==> run_1/metal_stack.png <==
Drawn at 6 px/um.
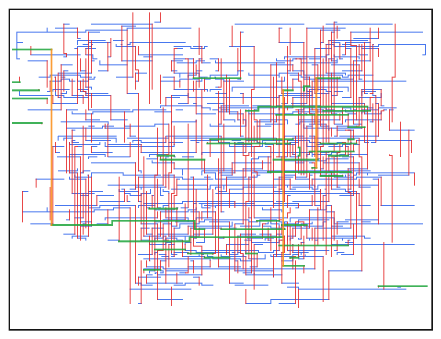
==> run_1/met3.png <==
Drawn at 4 px/um.
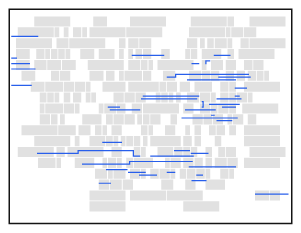
==> run_1/pdn.png <==
Drawn at 6 px/um. Pins as bars on the die edge. Tap cells in gray.
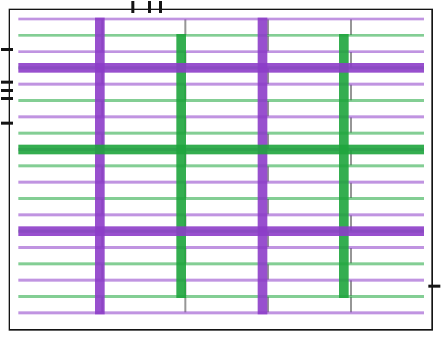
==> run_1/final_clocks.png <==
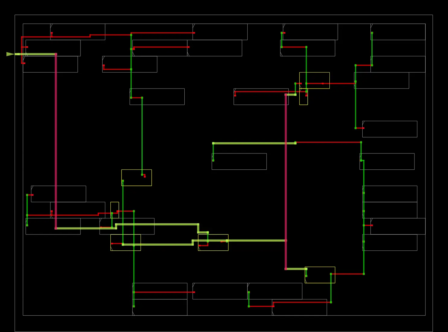
==> config.mk <==
export PLATFORM = sky130hd
export DESIGN_NAME = button_event_ctrl
export DESIGN_NICKNAME = d
export VERILOG_FILES = /design/src/rtl/btn_event_pkg.sv /design/src/rtl/btn_event_slot.sv /design/src/rtl/button_event_ctrl.sv
export SDC_FILE = /design/constraint.sdc
export NUM_CORES = 1
export LEC_CHECK = 0
export CAP_MARGIN = 20
export CORE_ASPECT_RATIO = 0.75
export CORE_UTILIZATION = 54
export DETAILED_ROUTE_END_ITERATION = 7
export PLACE_DENSITY = 0.77
export SLEW_MARGIN = 20
export SYNTH_ARGS = -nofsm -noshare
export SYNTH_HDL_FRONTEND = slang
export SYNTH_HIERARCHICAL = 1
export SYNTH_SLANG_ARGS = --single-unit
==> constraint.sdc <==
create_clock -name sys_clk -period 2.6 [get_ports sys_clk]
set_clock_uncertainty 0.15 [all_clocks]
set_input_delay 0.39 -clock sys_clk [delete_from_list [all_inputs] [get_ports sys_clk]]
set_output_delay 0.39 -clock sys_clk [all_outputs]
set_load 0.01 [all_outputs]
==> src/rtl/btn_event_pkg.sv <==
// Shared constants for the button event controller: event codes and FSM state encoding.
package btn_event_pkg;

  localparam logic [1:0] EV_NONE   = 2'b00;
  localparam logic [1:0] EV_SHORT  = 2'b01;
  localparam logic [1:0] EV_LONG   = 2'b10;
  localparam logic [1:0] EV_REPEAT = 2'b11;

  localparam logic [1:0] ST_LOCKOUT = 2'b00;
  localparam logic [1:0] ST_IDLE    = 2'b01;
  localparam logic [1:0] ST_PRESSED = 2'b10;
  localparam logic [1:0] ST_HELD    = 2'b11;

  function automatic int max_int(input int a, input int b);
    return (a > b) ? a : b;
  endfunction

endpackage

==> src/rtl/btn_event_slot.sv <==
// Single-entry valid/ready event register with a sticky overrun flag for dropped events.
module btn_event_slot
  import btn_event_pkg::*;
(
  input  logic       clk,
  input  logic       rst_n,
  input  logic       push,
  input  logic [1:0] push_code,
  input  logic       ready,
  input  logic       clr,
  output logic       valid,
  output logic [1:0] code,
  output logic       overrun
);

  logic       valid_q;
  logic [1:0] code_q;
  logic       overrun_q;
  logic       load;
  logic       drop;

  // An accept in the same cycle frees the entry, so a push may load alongside it.
  assign load = push & (~valid_q | ready);
  assign drop = push & valid_q & ~ready;

  always_ff @(posedge clk or negedge rst_n) begin
    if (!rst_n) begin
      valid_q <= 1'b0;
      code_q  <= EV_NONE;
    end else if (load) begin
      valid_q <= 1'b1;
      code_q  <= push_code;
    end else if (valid_q && ready) begin
      valid_q <= 1'b0;
      code_q  <= EV_NONE;
    end
  end

  // A new drop outranks a simultaneous clear.
  always_ff @(posedge clk or negedge rst_n) begin
    if (!rst_n) begin
      overrun_q <= 1'b0;
    end else if (drop) begin
      overrun_q <= 1'b1;
    end else if (clr) begin
      overrun_q <= 1'b0;
    end
  end

  assign valid   = valid_q;
  assign code    = code_q;
  assign overrun = overrun_q;

endmodule

==> src/rtl/button_event_ctrl.sv <==
// Classifies a debounced button level into SHORT / LONG / REPEAT events behind a valid/ready slot.
// Auto-repeat from the HELD state is built only when BTN_AUTO_REPEAT_EN is defined.
module button_event_ctrl
  import btn_event_pkg::*;
#(
  parameter int LONG_PRESS_COUNT = 12_000_000,
  parameter int REPEAT_COUNT     = 2_400_000,
  parameter bit IN_ACTIVE_LOW    = 1'b0
) (
  input  logic       sys_clk,
  input  logic       sys_rst_n,
  input  logic       in_sig,
  output logic       event_valid,
  output logic [1:0] event_code,
  input  logic       event_ready,
  output logic       overrun,
  input  logic       clr_overrun
);

  localparam int CNT_W = $clog2(max_int(LONG_PRESS_COUNT, REPEAT_COUNT) + 1);
  localparam logic [CNT_W-1:0] LONG_LAST = CNT_W'(LONG_PRESS_COUNT - 1);
`ifdef BTN_AUTO_REPEAT_EN
  localparam logic [CNT_W-1:0] REP_LAST  = CNT_W'(REPEAT_COUNT - 1);
`endif

  logic             act;
  logic [1:0]       state;
  logic [1:0]       state_nxt;
  logic [CNT_W-1:0] cnt;
  logic [CNT_W-1:0] cnt_nxt;
  logic             push;
  logic [1:0]       push_code;

  function automatic logic [CNT_W-1:0] sat_inc(input logic [CNT_W-1:0] c);
    return (c == {CNT_W{1'b1}}) ? c : c + CNT_W'(1);
  endfunction

  assign act = in_sig ^ IN_ACTIVE_LOW;

  // Thresholds compare against the pre-increment count, so the event is emitted
  // on the very sample that completes the required number of active cycles.
  always_comb begin
    state_nxt = state;
    cnt_nxt   = cnt;
    push      = 1'b0;
    push_code = EV_NONE;
    case (state)
      ST_LOCKOUT: begin
        if (!act) state_nxt = ST_IDLE;
      end
      ST_IDLE: begin
        if (act) begin
          state_nxt = ST_PRESSED;
          cnt_nxt   = CNT_W'(1);
        end
      end
      ST_PRESSED: begin
        if (act) begin
          if (cnt == LONG_LAST) begin
            push      = 1'b1;
            push_code = EV_LONG;
            state_nxt = ST_HELD;
            cnt_nxt   = '0;
          end else begin
            cnt_nxt = sat_inc(cnt);
          end
        end else begin
          push      = 1'b1;
          push_code = EV_SHORT;
          state_nxt = ST_IDLE;
          cnt_nxt   = '0;
        end
      end
      ST_HELD: begin
        if (act) begin
`ifdef BTN_AUTO_REPEAT_EN
          if (cnt == REP_LAST) begin
            push      = 1'b1;
            push_code = EV_REPEAT;
            cnt_nxt   = '0;
          end else begin
            cnt_nxt = sat_inc(cnt);
          end
`else
          cnt_nxt = '0;
`endif
        end else begin
          state_nxt = ST_IDLE;
          cnt_nxt   = '0;
        end
      end
      default: begin
        state_nxt = ST_LOCKOUT;
        cnt_nxt   = '0;
      end
    endcase
  end

  always_ff @(posedge sys_clk or negedge sys_rst_n) begin
    if (!sys_rst_n) begin
      state <= ST_LOCKOUT;
      cnt   <= '0;
    end else begin
      state <= state_nxt;
      cnt   <= cnt_nxt;
    end
  end

  btn_event_slot u_slot (
    .clk       (sys_clk),
    .rst_n     (sys_rst_n),
    .push      (push),
    .push_code (push_code),
    .ready     (event_ready),
    .clr       (clr_overrun),
    .valid     (event_valid),
    .code      (event_code),
    .overrun   (overrun)
  );

endmodule
==> results_dict.tcl, run 1 <==
# implementation run metrics
set metrics [dict create \
    mostFrequentLayoutCells "30 x dfrtp_1, 20 x inv_1, 18 x nand3_1, 16 x nand2_1, 16 x buf_4" \
    crit_path_frequent_cell "buf_4" \
    ant_nets 0 \
    synth_top_area_share 0.398 \
    synth-edff-count 0 \
    postLayoutCoreUtil 0.652 \
    grt_pass1_vias 1552 \
    first_pass_iters 6 \
    nets 242 \
    yosys_cells 209 \
    netlist_area_sq_um 1890 \
    io_buffers 8 \
    hold_slack_ns 0.340 \
    core_region_area_sq_um 3310 \
    clockRootBuffer "clkbuf_8" \
    io_pins 9 \
    area_leaders "dfrtp_1 40%, nand3_1 4.8%, inv_1 4.0%" \
    crit_family "simple AND/OR/NAND/NOR gates" \
    hold_class "in2async" \
    cp_max_fo 19 \
    initial_core_util 0.570 \
    drc 0 \
    top_area_cell "dfrtp_1" \
    drv_slew 0 \
    max_freq_ghz 0.421 \
    dpl.hpwl_mm 3.08 \
    setup_violations 0 \
    crit_path_end_kind "flip-flop" \
    instances_no_fill 272 \
    tightestPinTransition_ns 0.454 \
    gp_congestion 0.925 \
    cpMaxStageDelayCell "or4_4" \
    drt-initial-drc-count 204 \
    yosys_area_sq_um 1890 \
    cp.arrival_ns 2.38 \
    start_kind "flip-flop" \
    p_sw_frac 0.325 \
    cts_tree "done" \
    fin_crit_sh 0.913 \
    die_area_sq_um 3730 \
    critical_path.max_stage_delay_ns 0.54 \
    yosys_warnings 6 \
    pwr-share-clk 0.279 \
    avgSynthCellArea_sq_um 9.02 \
    flop_cell "dfrtp_1" \
    area_growth_pct 14.4 \
    synth.distinct_cells 45 \
    async_reset_ff_frac 1.00 \
    internal_power_w 0.000837 \
    cts_buffers 5 \
    clk-insertion-delay-late_ns 0.28 \
    rsz0062_at_grt "false" \
    clock_path_buffers 2 \
    avgViaCountPerCell 6.32 \
    layout_top_cell "dfrtp_1" \
    p_seq_frac 0.431 \
    ys_ff 30 \
    warning_count 29 \
    postSynthSeqShare 0.398 \
    synth_nets 219 \
    p_leak_nw 0.856 \
    antenna_found_initial 0 \
    rows 18 \
    worstSetupPathType "reg2reg" \
    cts_max_level 2 \
    pwr-share-comb 0.290 \
    cp_data_required_time_ns 2.60 \
    grt_overflow_total 0 \
    synthCells 209 \
    crit_path_cell_trace "or4_4 -> nor4_4 -> buf_4 -> a21oi_4 -> nand2b_1 -> buf_4 -> o41ai_1" \
    final.min_clock_period_ns 2.37 \
    drive_gt1_frac 0.138 \
    status "finished, final reports clean" \
    slew_headroom 0.695 \
    dp.cells 265 \
    switchingPower_w 0.000403 \
    drv_cap 0 \
    grt_pass1_wl_mm 7.22 \
    final_hold_viol_count 0 \
    grt_max_degree 31 \
    p_per_area_nw_per_um2 575 \
    clk_pin_slew_worst_paths_ns 0.06 \
    diodes 0 \
    critical_path_buf_inv_count 2 \
]
## Picture notes: metal_stack.png
legend:
  blue:
    layer: met1
    wire_length: 2,100 um
  orange:
    layer: met4
    wire_length: 73.4 um
  green:
    layer: met3
    wire_length: 284 um
  red:
    layer: met2
    wire_length: 1,850 um
final WL: 4.31 mm
total track usage: 0.255
DR WL/cell: 15.8 um
DR vias: 1,719

## Picture notes: met3.png
nets with wire on the layer: 32
longest straight run: 18.2 um
share of all routed wire: 6.6%
met3 usage: 0.0552

## Picture notes: pdn.png
legend:
  purple:
    net: VSS
  green:
    net: VDD
rows: 18
met1 rails: 19
Die Span X: 70.2 um
Worst IR Drop VDD: 508 uV
die height: 53.2 um

## Picture notes: final_clocks.png
flop count: 30
clk sinks: 30
# clk buffers: 7
power in the clock group: 0.000346 W

-- run 1: logic make-up after synthesis --
logic type,count (synthesis),synth area share
flip-flops,30,0.398
AND/OR/NAND/NOR,76,0.228
adder cells (fa/ha/maj),5,0.0332
buffers and inverters,28,0.0730
multiplexers,3,0.0166
AND-OR/OR-AND,67,0.251
-- run 1: metrics by stage --
stage	worst slack [ns]	total power, W	area, sq um	TNS, ns
final	0.225	0.00124	2160	0
after global routing	0.0358	0.00131	2160	0
after CTS	0.0776	0.00124	2150	0
after detailed placement	-0.0170	0.000896	2070	-0.0170
after global placement	0.148	0.000878	2070	0
after floorplan	0.0269	0.000788	1890	0
-- run 1: power by group through the flow --
stage | Clock (W) | Sequential [W] | Combinational, W
after floorplan | 0 | 0.000540 | 0.000248
after global placement | 0 | 0.000539 | 0.000340
after detailed placement | 0 | 0.000542 | 0.000354
after CTS | 0.000352 | 0.000534 | 0.000357
after global routing | 0.000375 | 0.000538 | 0.000402
final | 0.000346 | 0.000534 | 0.000360
-- run 1: layout make-up --
cell class | count | area [sq um]
multi-input combinational | 151 | 1000
inverter | 20 | 75.1
sequential | 30 | 751
clock buffer | 7 | 76.3
tap | 40 | 50.0
fill | 273 | 1150
timing repair buffer | 24 | 200
-- run 1: metal layers --
| metal | vias up | wire length [um] | track usage |
|---|---|---|---|
| li1 | 832 | - | - |
| met4 | 0 | 73 | 0.117 |
| met5 | - | 0 | 0 |
| met2 | 78 | 1850 | 0.387 |
| met1 | 802 | 2100 | 0.349 |
| met3 | 7 | 284 | 0.0552 |
-- run 1: path summary, 6_finish.rpt --
path | cells after the start | endpoint | from | slack [ns]
worst min-delay path | 2 | cnt[14] | sys_rst_n | 0.34
worst max-delay path | 7 | cnt[13] | cnt[14] | 0.23
worst min register to register | 2 | u_slot/overrun | u_slot/overrun | 0.38
worst max register to register | 7 | cnt[13] | cnt[14] | 0.23
min in group sys_clk | 2 | u_slot/overrun | u_slot/overrun | 0.38
max in group asynchronous | 2 | cnt[8] | sys_rst_n | 1.69
-- run 1: sequential cells by signal, summed over array words and instances, names as in the netlist --
register and flops:
state 2, u_slot/valid 1, u_slot/code 2, u_slot/overrun 1, cnt 24
-- run 1: repair_timing --
item                                    in CTS  in global routing
setup buffers                                0                  0
gates resized                                0                  1
hold buffers                                 0                  0
endpoints found under the setup margin       0                  5
-- run 1: worst register-to-register path: cells and delay by family, from the launching register on --
family                 cells  cell delay (ns)
AND-OR/OR-AND              2             0.27
AND/OR/NAND/NOR            3             0.93
flip-flops                 1             0.43
buffers and inverters      2             0.47
-- run 1: cells in the mapped netlist (2+ instances only) --
master	n
a211oi_1	2
a21boi_0	3
a21oi_1	6
a22oi_1	7
a2bb2oi_1	2
a31oi_1	4
and3_1	2
buf_2	4
buf_6	2
dfrtp_1	30
ha_1	5
inv_1	20
mux2i_1	2
nand2_1	16
nand2b_1	6
nand3_1	18
nand4_1	7
nor2_1	9
nor2b_1	2
nor3_1	5
nor4_1	2
nor4_4	2
o21ai_0	11
o21ai_2	3
o221ai_1	2
o22ai_1	5
o31ai_1	6
o41ai_1	6
or3_1	2
or4_1	3
==> run_1/met2.png <==
Drawn at 4 px/um.
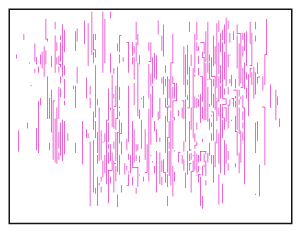

==> run 2, diff against run 1 <==
--- a/config.mk
+++ b/config.mk
@@ -9,5 +9,5 @@
 export CORE_ASPECT_RATIO = 0.75
-export CORE_UTILIZATION = 54
+export CORE_UTILIZATION = 45
 export DETAILED_ROUTE_END_ITERATION = 7
-export PLACE_DENSITY = 0.77
+export PLACE_DENSITY = 0.67
 export SLEW_MARGIN = 20
==> constraint.sdc (replaced) <==
create_clock -name sys_clk -period 2.6 [get_ports sys_clk]
set_clock_uncertainty 0.15 [all_clocks]
set_input_delay 0.26 -clock sys_clk [delete_from_list [all_inputs] [get_ports sys_clk]]
set_output_delay 0.26 -clock sys_clk [all_outputs]
set_load 0.01 [all_outputs]
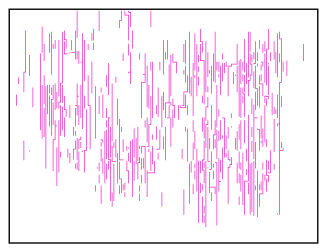
(run_2/met2.png)
Drawn at 4 px/um.
longest straight run: 33.0 um
main direction: vertical
nets with wire on the layer: 202
wire length on this layer: 2,000 um
final WL: 4.47 mm
DR vias: 1,709
GR Util met2: 0.337

==> results_dict.tcl, run 2 <==
# implementation run metrics
set metrics [dict create \
    max-vdd-ir-drop_uv 428 \
    power.total_w 0.00129 \
    async_reset_ff_frac 1.00 \
    dp.cells 273 \
    dp_slack_ns 0.0702 \
    antenna_found_initial 0 \
    io_pins 9 \
    clk_pin_slew_worst_paths_ns 0.07 \
    grt_pass1_vias 1608 \
    p_sw_frac 0.329 \
    max_freq_ghz 0.413 \
    crit_path_start "cnt[5]" \
    synth_nets 219 \
    cp.arrival_ns 2.41 \
    setup_violations 0 \
    synth.distinct_cells 45 \
    top_register "cnt" \
    final.min_clock_period_ns 2.42 \
    crit_path_end_kind "flip-flop" \
    rsz0062_at_grt "false" \
    p_per_area_nw_per_um2 595 \
    layout_top_cell "dfrtp_1" \
    postSynthSeqShare 0.398 \
    die_area_sq_um 4460 \
    p_leak_nw 0.852 \
    pwr-share-comb 0.285 \
    switchingPower_w 0.000424 \
    ys_ff 30 \
    nets 239 \
    status "finished, final reports clean" \
    avgSynthCellArea_sq_um 9.02 \
    p_seq_frac 0.414 \
    first_pass_iters 4 \
    drt-initial-drc-count 167 \
    drv_slew 0 \
    grt.total_usage 0.229 \
    pwr-share-clk 0.301 \
    yosys_area_sq_um 1890 \
    final_hold_viol_count 0 \
    core_region_area_sq_um 3830 \
    instances_no_fill 282 \
    synth_top_area_share 0.398 \
    wl_per_cell_um 15.8 \
    grt_pass1_wl_mm 7.78 \
    internal_power_w 0.000864 \
    slew_headroom 0.671 \
    area_leaders "dfrtp_1 40%, nand3_1 4.8%, inv_1 4.0%" \
    fin_crit_sh 0.931 \
    fill_cells 343 \
    avgViaCountPerCell 6.06 \
    tightestPinTransition_ns 0.490 \
]
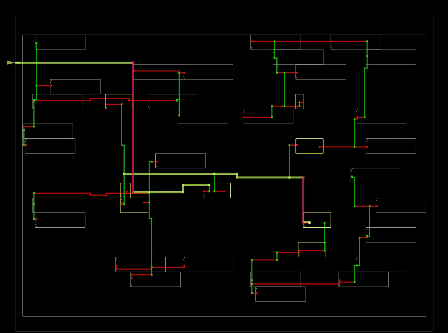
(run_2/final_clocks.png)
CTS Buf Count: 5
power in the clock group: 0.000388 W
Worst-Skew Late Latency: 0.28 ns

run 2: cell counts after synthesis:
Identical to the previous run, type by type.
run 2: cell type report:
class	count	area, sq um	share of cell area
clock buffers	7	86.3	0.0399
clock inverters	1	5.00	0.00231
inverters	20	75.1	0.0347
multi-input cells	151	1000	0.464
flip-flops and latches	30	751	0.347
well taps	52	65.1	0.0301
repair buffers	21	178	0.0821
run 2: critical path: cells and delay by family, from the launching register on:
kind | cells | cell delay (ns)
AOI/OAI and AO/OA | 2 | 0.36
DFF | 1 | 0.48
buffers and inverters | 1 | 0.18
muxes | 1 | 0.22
and+or+nand+nor | 3 | 0.88
run 2: logic make-up (layout without fill, tap and decap cells):
kind of cell	count (synthesis)	after routing	share of synthesized area
mux	3	3	0.0166
compound gates	67	67	0.251
simple gates	76	76	0.228
flops	30	30	0.398
fa+ha+maj	5	5	0.0332
buf+inv	28	49	0.0730
run 2: final timing paths:
path,end,cells after the start
worst max-delay path,u_slot/code[0],7
worst min-delay path,cnt[12],2
worst max register to register,u_slot/code[0],7
worst min register to register,u_slot/overrun,2
max in group asynchronous,u_slot/code[0],2
min in group sys_clk,u_slot/overrun,2
run 2: what timing repair did:
item / in CTS / in global routing
hold buffers: 0 / 0
buffers inserted: 0 / 1
setup endpoints to repair: 0 / 11
gates resized: 0 / 1
run 2: metal layers:
layer  global-route usage  wire (um)  vias to the layer above
li1                     -          -                      830
met4               0.0907         52                        0
met3               0.0504        218                        8
met5                    0          0                        -
met1                0.326       2200                      827
met2                0.337       2000                       44
run 2: power groups by stage:
stage	clock network (W)	logic, W	registers (W)
2_1_floorplan	0	0.000248	0.000540
4_1_cts	0.000394	0.000365	0.000534
3_3_place_gp	0	0.000346	0.000538
3_5_place_dp	0	0.000363	0.000542
6_report	0.000388	0.000367	0.000534
5_1_grt	0.000414	0.000409	0.000538
run 2: metrics by stage:
step / area (sq um) / hold WS [ns]
4_1_cts: 2150 / 0.229
5_1_grt: 2160 / 0.273
3_3_place_gp: 2060 / 0.360
2_1_floorplan: 1890 / -0.186
6_report: 2160 / 0.213
3_5_place_dp: 2060 / 0.381
==> run_2/pdn.png <==
Drawn at 4 px/um. Pins as bars on the die edge. Tap cells in gray.
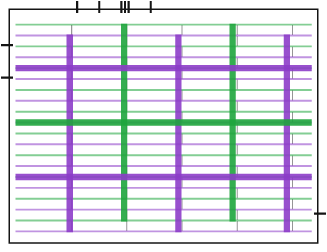

==> run 3, diff against run 2 <==
HOLD_SLACK_MARGIN = 0.1   (was default)
SETUP_SLACK_MARGIN = 0.3   (was default)
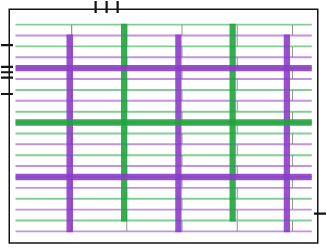
(run_3/pdn.png)
Drawn at 4 px/um. Pins as bars on the die edge. Tap cells in gray.
legend:
  green:
    net: VDD
  purple:
    net: VSS
met5 straps: 3
rows: 19
die height: 58.1 um
Die Span X: 76.7 um
Worst IR Drop VDD: 477 uV

==> results_dict.tcl, run 3 <==
# implementation run metrics
set metrics [dict create \
    status "finished, final reports clean" \
    cts_tree "done" \
    setup_violations 0 \
    clockRootBuffer "clkbuf_8" \
    nets 248 \
    area_leaders "dfrtp_1 40%, nand3_1 4.8%, inv_1 4.0%" \
    grt_pass1_vias 1674 \
    crit_path_end_kind "flip-flop" \
    wl_per_cell_um 16.3 \
    hold_class "in2async" \
    ys_ff 30 \
    cp.arrival_ns 2.24 \
    yosys_cells 209 \
    mostFrequentLayoutCells "27 x dfrtp_1, 20 x inv_1, 20 x buf_4, 17 x nand3_1, 14 x nand2_1" \
    cts_buffers 5 \
    io_pins 9 \
    final.min_clock_period_ns 2.22 \
    drt-initial-drc-count 172 \
    synth.distinct_cells 45 \
    area_growth_pct 21.3 \
    switchingPower_w 0.000443 \
    synth_top_area_share 0.398 \
    grt.total_usage 0.233 \
    fin_ws_ns 0.375 \
    drv_slew 0 \
    pwr-share-comb 0.300 \
    cp_max_fo 12 \
    cts_max_level 2 \
    vias 1781 \
    slew_headroom 0.678 \
    p_per_area_nw_per_um2 586 \
    netlist_area_sq_um 1890 \
    largest_reg_flops 24 \
    pwr-share-clk 0.293 \
    drc 0 \
    clk_pin_slew_worst_paths_ns 0.07 \
    clock_sinks 30 \
    avgSynthCellArea_sq_um 9.02 \
    antenna_found_initial 0 \
    core_region_area_sq_um 3830 \
]
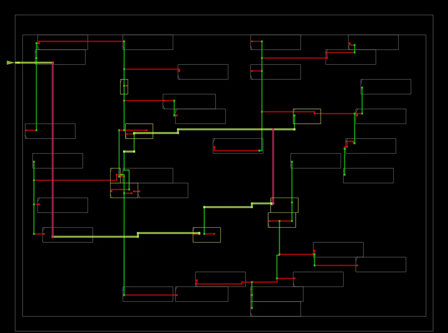
(run_3/final_clocks.png)
power in the clock group: 0.000393 W
Worst-Skew Late Latency: 0.29 ns

run 3: cell counts after synthesis:
No cell type changed its count.
run 3: cell families after synthesis:
| kind of cell | Yosys count | synth area share |
|---|---|---|
| fa+ha+maj | 5 | 0.0332 |
| buf+inv | 28 | 0.0730 |
| mux | 3 | 0.0166 |
| flops | 30 | 0.398 |
| compound gates | 67 | 0.251 |
| simple gates | 76 | 0.228 |
run 3: stage by stage:
step / std cells / util / cell area (sq um) / power, W / hold WS (ns)
floorplan: 209 / - / 1890 / 0.000789 / -0.186
global placement: 273 / 0.539 / 2060 / 0.000884 / 0.361
detailed placement: 273 / 0.539 / 2060 / 0.000898 / 0.364
CTS: 284 / 0.572 / 2190 / 0.00130 / 0.227
global route: 291 / 0.598 / 2290 / 0.00142 / 0.274
finish: 291 / 0.598 / 2290 / 0.00134 / 0.211
run 3: final timing paths:
| check | endpoint | start | cells after the start |
|---|---|---|---|
| max | cnt[22] | cnt[14] | 7 |
| min | cnt[18] | sys_rst_n | 2 |
| max reg2reg | cnt[22] | cnt[14] | 7 |
| min reg2reg | cnt[23] | cnt[23] | 1 |
| max in group asynchronous | cnt[19] | sys_rst_n | 2 |
| min in group sys_clk | cnt[23] | cnt[23] | 1 |
run 3: power groups by stage:
| stage | logic (W) | registers, W | clock network, W |
|---|---|---|---|
| final | 0.000402 | 0.000544 | 0.000393 |
| after global placement | 0.000344 | 0.000541 | 0 |
| after detailed placement | 0.000354 | 0.000544 | 0 |
| after floorplan | 0.000249 | 0.000540 | 0 |
| after global routing | 0.000445 | 0.000547 | 0.000427 |
| after CTS | 0.000362 | 0.000536 | 0.000401 |
run 3: cell type report:
cell class	instances	area (sq um)	area share
multi-input combinational	151	1040	0.457
tap	52	65.1	0.0284
timing repair buffer	30	256	0.112
clock buffer	7	86.3	0.0377
clock inverter	1	5.00	0.00219
sequential	30	754	0.330
inverter	20	75.1	0.0328
run 3: repair_timing:
item,CTS,global route
gates resized,2,12
hold buffers,0,0
buffers inserted,3,7
pin swaps,4,6
endpoints found under the setup margin,23,28
run 3: critical path: stages (launching register included):
cell	delay (ns)
dfrtp_2	0.43
or4_4	0.53
nor4_4	0.22
buf_4	0.21
a21oi_4	0.07
buf_4	0.18
o41a_1	0.12
o22a_1	0.20
run 3: layer usage:
layer / GRT usage / wire (um) / vias to the layer above
met5: 0 / 0 / -
met4: 0.0797 / 87 / 0
met3: 0.0661 / 255 / 8
met2: 0.364 / 2120 / 63
met1: 0.312 / 2280 / 864
li1: - / - / 846
No activity file was given, so power comes from the tool's default toggle rates.
